$ cat src/rtl/sysid_regbank.sv
// sysid_regbank
//   System-identification slave on the Avalon-MM control bus. Software reads it
//   first to confirm bitstream identity and build capabilities.
//
//   Word map:
//     0 ID (RO)           1 TIMESTAMP (RO)
//     2 UPTIME_LO (RO)    reading it also latches the high word into hi_shadow
//     3 UPTIME_HI (RO)    returns hi_shadow
//     4 SCRATCH (RW)
//     5 CTRL: [0] run (RW), [1] clear (write-1 pulse, reads 0), [15:8] NUM_FEATURE
//     6..5+NUM_FEATURE    FEATURE[i] (RO)
//     anything else reads 0 and ignores writes
//
//   Ports:
//     clock          system clock
//     reset          asynchronous, active-high reset
//     address        word address
//     read / write   access strobes; write wins if both are asserted
//     writedata      write data
//     byteenable     byte lanes for writes to SCRATCH / CTRL
//     readdata       registered read data, held while readdatavalid is low
//     readdatavalid  one-cycle pulse, one cycle after the read is sampled

module sysid_regbank #(
    parameter logic [31:0]               ID_VALUE      = 32'h0400_0000,
    parameter logic [31:0]               TIMESTAMP     = 32'h5480_6E82,
    parameter int                        NUM_FEATURE   = 2,
    parameter logic [32*NUM_FEATURE-1:0] FEATURE_WORDS = '0,
    parameter int                        ADDR_W        = 4
) (
    input  logic              clock,
    input  logic              reset,
    input  logic [ADDR_W-1:0] address,
    input  logic              read,
    input  logic              write,
    input  logic [31:0]       writedata,
    input  logic [3:0]        byteenable,
    output logic [31:0]       readdata,
    output logic              readdatavalid
);

    if (NUM_FEATURE < 1 || NUM_FEATURE > 16) begin : g_bad_num_feature
        $error("sysid_regbank: NUM_FEATURE must be in 1..16");
    end
    if ((2 ** ADDR_W) < (6 + NUM_FEATURE)) begin : g_bad_addr_w
        $error("sysid_regbank: ADDR_W too small for the feature words");
    end

    logic [31:0] scratch;
    logic        run;
    logic [63:0] uptime;
    logic [31:0] hi_shadow;

    logic        wr_scratch;
    logic        wr_ctrl;
    logic        clear;
    logic        rd_fire;
    logic [31:0] rd_value;

    assign wr_scratch = write && (address == ADDR_W'(4));
    assign wr_ctrl    = write && (address == ADDR_W'(5));
    // clear lives in byte lane 0, so it only fires when that lane is enabled
    assign clear      = wr_ctrl && byteenable[0] && writedata[1];
    // a simultaneous write takes the cycle; the read is dropped
    assign rd_fire    = read && !write;

    always_comb begin
        rd_value = '0;
        case (address)
            ADDR_W'(0): rd_value = ID_VALUE;
            ADDR_W'(1): rd_value = TIMESTAMP;
            ADDR_W'(2): rd_value = uptime[31:0];
            ADDR_W'(3): rd_value = hi_shadow;
            ADDR_W'(4): rd_value = scratch;
            ADDR_W'(5): rd_value = {16'h0000, 8'(NUM_FEATURE), 7'b0, run};
            default:    rd_value = '0;
        endcase
        for (int i = 0; i < NUM_FEATURE; i++) begin
            if (address == ADDR_W'(6 + i)) begin
                rd_value = FEATURE_WORDS[32*i +: 32];
            end
        end
    end

    always_ff @(posedge clock or posedge reset) begin
        if (reset) begin
            scratch <= '0;
            run     <= 1'b1;
        end else begin
            if (wr_scratch) begin
                for (int b = 0; b < 4; b++) begin
                    if (byteenable[b]) begin
                        scratch[8*b +: 8] <= writedata[8*b +: 8];
                    end
                end
            end
            if (wr_ctrl && byteenable[0]) begin
                run <= writedata[0];
            end
        end
    end

    // run is sampled before any same-edge CTRL write lands, so a run change
    // takes effect from the following edge; clear always wins over counting.
    always_ff @(posedge clock or posedge reset) begin
        if (reset) begin
            uptime <= '0;
        end else if (clear) begin
            uptime <= '0;
        end else if (run) begin
            uptime <= uptime + 64'd1;
        end
    end

    // Reading the low word snapshots the high word at the same edge so the
    // two halves always come from one counter sample.
    always_ff @(posedge clock or posedge reset) begin
        if (reset) begin
            readdata      <= '0;
            readdatavalid <= 1'b0;
            hi_shadow     <= '0;
        end else begin
            readdatavalid <= rd_fire;
            if (rd_fire) begin
                readdata <= rd_value;
                if (address == ADDR_W'(2)) begin
                    hi_shadow <= uptime[63:32];
                end
            end
        end
    end

endmodule

$ cat config.mk
export PLATFORM = sky130hd
export DESIGN_NAME = sysid_regbank
export DESIGN_NICKNAME = d
export VERILOG_FILES = /design/src/rtl/sysid_regbank.sv
export SDC_FILE = /design/constraint.sdc
export NUM_CORES = 1
export LEC_CHECK = 0
export CAP_MARGIN = 0
export CORE_MARGIN = 2
export CORE_UTILIZATION = 40
export CTS_BUF_LIST = sky130_fd_sc_hd__clkbuf_4
export CTS_CLUSTER_DIAMETER = 30
export DETAILED_ROUTE_END_ITERATION = 10
export GPL_TIMING_DRIVEN = 0
export PLACE_DENSITY = 0.68
export SYNTH_ARGS = -nofsm -noshare
export SYNTH_HDL_FRONTEND = slang
export SYNTH_SLANG_ARGS = --single-unit
$ cat constraint.sdc
create_clock -name clock -period 6.7 [get_ports clock]
set_input_delay 1.005 -clock clock [delete_from_list [all_inputs] [get_ports clock]]
set_output_delay 1.005 -clock clock [all_outputs]
set_load 0.02 [all_outputs]
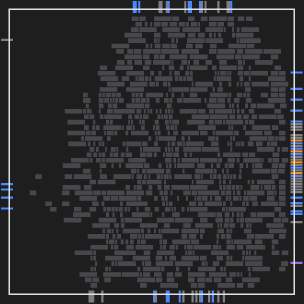
pinout.png
Drawn at 2 px/um. Pins as bars across the die edge, other pins in grey.
legend:
  blue:
    port: writedata
    pins: 32
    direction: input
    edge: 14 right, 8 top, 6 bottom, 4 left
  orange:
    port: byteenable
    pins: 4
    direction: input
    edge: right
  purple:
    port: reset
    pins: 1
    direction: input
    edge: right
all pins by edge: 37 right, 18 bottom, 17 top, 5 left
Chip Width: 142 um
total of buffers placed on input and output ports: 76
die y size: 142 um

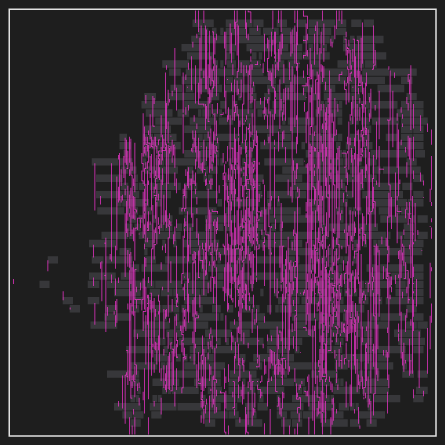
m2.png
Drawn at 3 px/um.
wire length on this layer: 9290 um
longest straight run: 85.3 um
share of all routed wire: 47%
via count: 6028
Post-Route WL: 19600 um
global-route track usage on met2: 32.4%

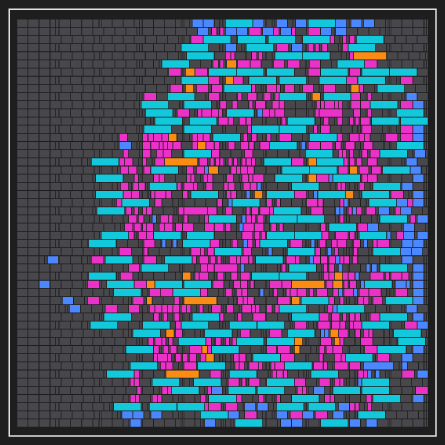
class_map.png
Drawn at 3 px/um. Fill, decap, tap and diode cells in grey.
legend:
  magenta:
    class: remaining logic cells
    cells: 512
    share_of_their_area: 39%
  orange:
    class: clock drivers and dummy loads
    cells: 32
    share_of_their_area: 4.0%
  blue:
    class: remaining buffers and delay cells
    cells: 120
    share_of_their_area: 11%
  cyan:
    class: registers
    cells: 162
    share_of_their_area: 46%
final non-filler cell area: 0.00903 mm2
Post-Route Utilization: 48.4%
placement row count: 50
fraction of standard cell area that is sequential: 44.9%
floorplan core area: 0.0186 mm2

==> impl_summary.log <==
[report] extracting results
[metrics] outcome: finished clean
[metrics] Leak Pwr: about 3.6 nW
[metrics] timing-limited maximum frequency: 0.298 GHz
[metrics] most frequent logic cells in the routed design: dfrtp_1, nand2_1, clkdlybuf4s50_1
[metrics] Hold-fix buffers, CTS: 0
[metrics] share of async-settable or async-resettable flops after synthesis: 100%
[metrics] multi-input gate count: 499
[metrics] slew at the pin closest to its max-slew limit: slightly above 700 ps
[metrics] slack of the worst reg-to-reg path: about 3900 ps
[metrics] Final Power: 0.00257 W
[metrics] Post-Place Worst Slack: 2780 ps
[metrics] critical path capture point type: flop
[metrics] relative contribution of combinational cells to total power: roughly a fifth
[metrics] HP Class: flop to flop
[metrics] Biggest consumer: sequential cells
[metrics] Placed Instance Area: roughly 0.0087 mm2
[metrics] global route total overflow: 0
[metrics] drt first-iter violations: 533
[metrics] DRC violations left: 0
[metrics] internal power summed over all cells: between 0.0015 and 0.002 W
[metrics] portion of synthesized cell area occupied by the leading cell type: between 50% and 60%
[metrics] final setup margin: between 3000 and 4000 ps
[metrics] cell kind with the greatest summed area: sequential cells
[metrics] sequential fraction of design power: 54.1%
[metrics] Power per Cell Area: about 280 mW/mm2
[metrics] final setup violation count: 0
[metrics] Avg Vias per Cell: roughly 5.7
[metrics] Worst setup SP type: primary input
[metrics] total cells reported by yosys after synthesis: 717
[metrics] starting density of the core: 40.7%
[metrics] Synth Flop Type: dfrtp_1
[metrics] number of nets at floorplan: 762
[metrics] Post-synth seq share: 53.4%
[metrics] Registers, synthesis: about 160
[metrics] Clock buffers and inverters, area share: under 10%
[metrics] clock-pin slew reported for the worst setup and hold paths after clock tree synthesis: between 100 and 150 ps
[metrics] number of placed I/O pins: just under 80
[metrics] wire length of the first global-routing pass: 31600 um
[metrics] comb pwr: 0.000490 W
[metrics] synthesized area divided by synthesized cell count: 10.6 um2
[metrics] Yosys top cell by area: dfrtp_1
[metrics] DR pass1 iterations: 7
[metrics] cell types with the largest area share after synthesis: dfrtp_1, mux2_2, nand2_1
[metrics] timing endpoint of the critical path: hi_shadow[2]
[metrics] crit path launch: write
[metrics] filler cell count in the final layout: between 1500 and 2000
[metrics] most frequent cell after synthesis: dfrtp_1
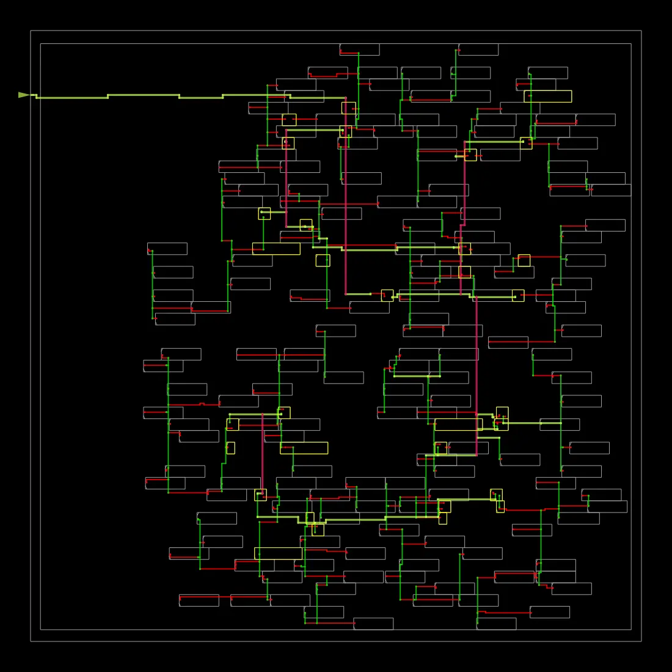
clock_nets.png
clock latency of the later-clocked register in the worst-skew pair: 580 ps
number of clock sinks seen by CTS: 162
clock network power consumption: 0.000687 W
CTS Buf Count: 17

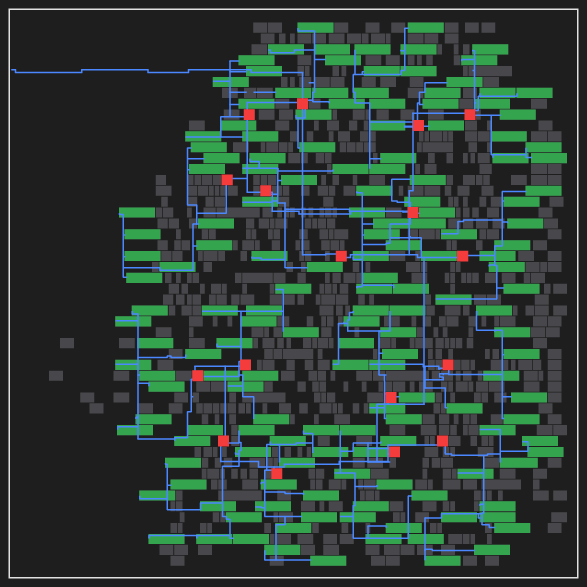
clock_wires.png
Drawn at 4 px/um.
legend:
  blue:
    item: clock wires
    length: 1890 um
  red:
    item: clock-net drivers
    count: 17
  green:
    item: flip-flops
    count: 162
routed clock nets: 18
worst clock skew: 20.5 ps
Clock Power Share: 26.8%

## cell families (layout without fill, tap and decap cells)
family,count (synthesis),after routing,share of synthesized area [%]
AND/OR/NAND/NOR,259,259,18.1
flip-flops,162,162,53.4
adder cells (fa/ha/maj),1,1,0.165
XOR/XNOR,34,34,3.92
AND-OR/OR-AND,140,140,11.9
multiplexers,65,65,9.56
buffers and inverters,56,165,2.92
## metal layers
layer  up-vias  global-route usage [%]  part of all wire [%]
met5         -                       0                     0
met4         0                    5.84                   1.7
met3        29                    5.40                   6.6
met2       205                    32.4                    47
met1      2973                    27.6                    44
li1       2821                       -                     -
## worst max-delay path, cell delays in order
cell             delay, ps
clkdlybuf4s50_1        560
nand2b_1               130
clkbuf_1               280
inv_1                  140
nand2_1                130
clkbuf_1               570
buf_1                  570
mux2_2                 410
Power figures rest on the tool's default switching activity, not on a simulated workload.
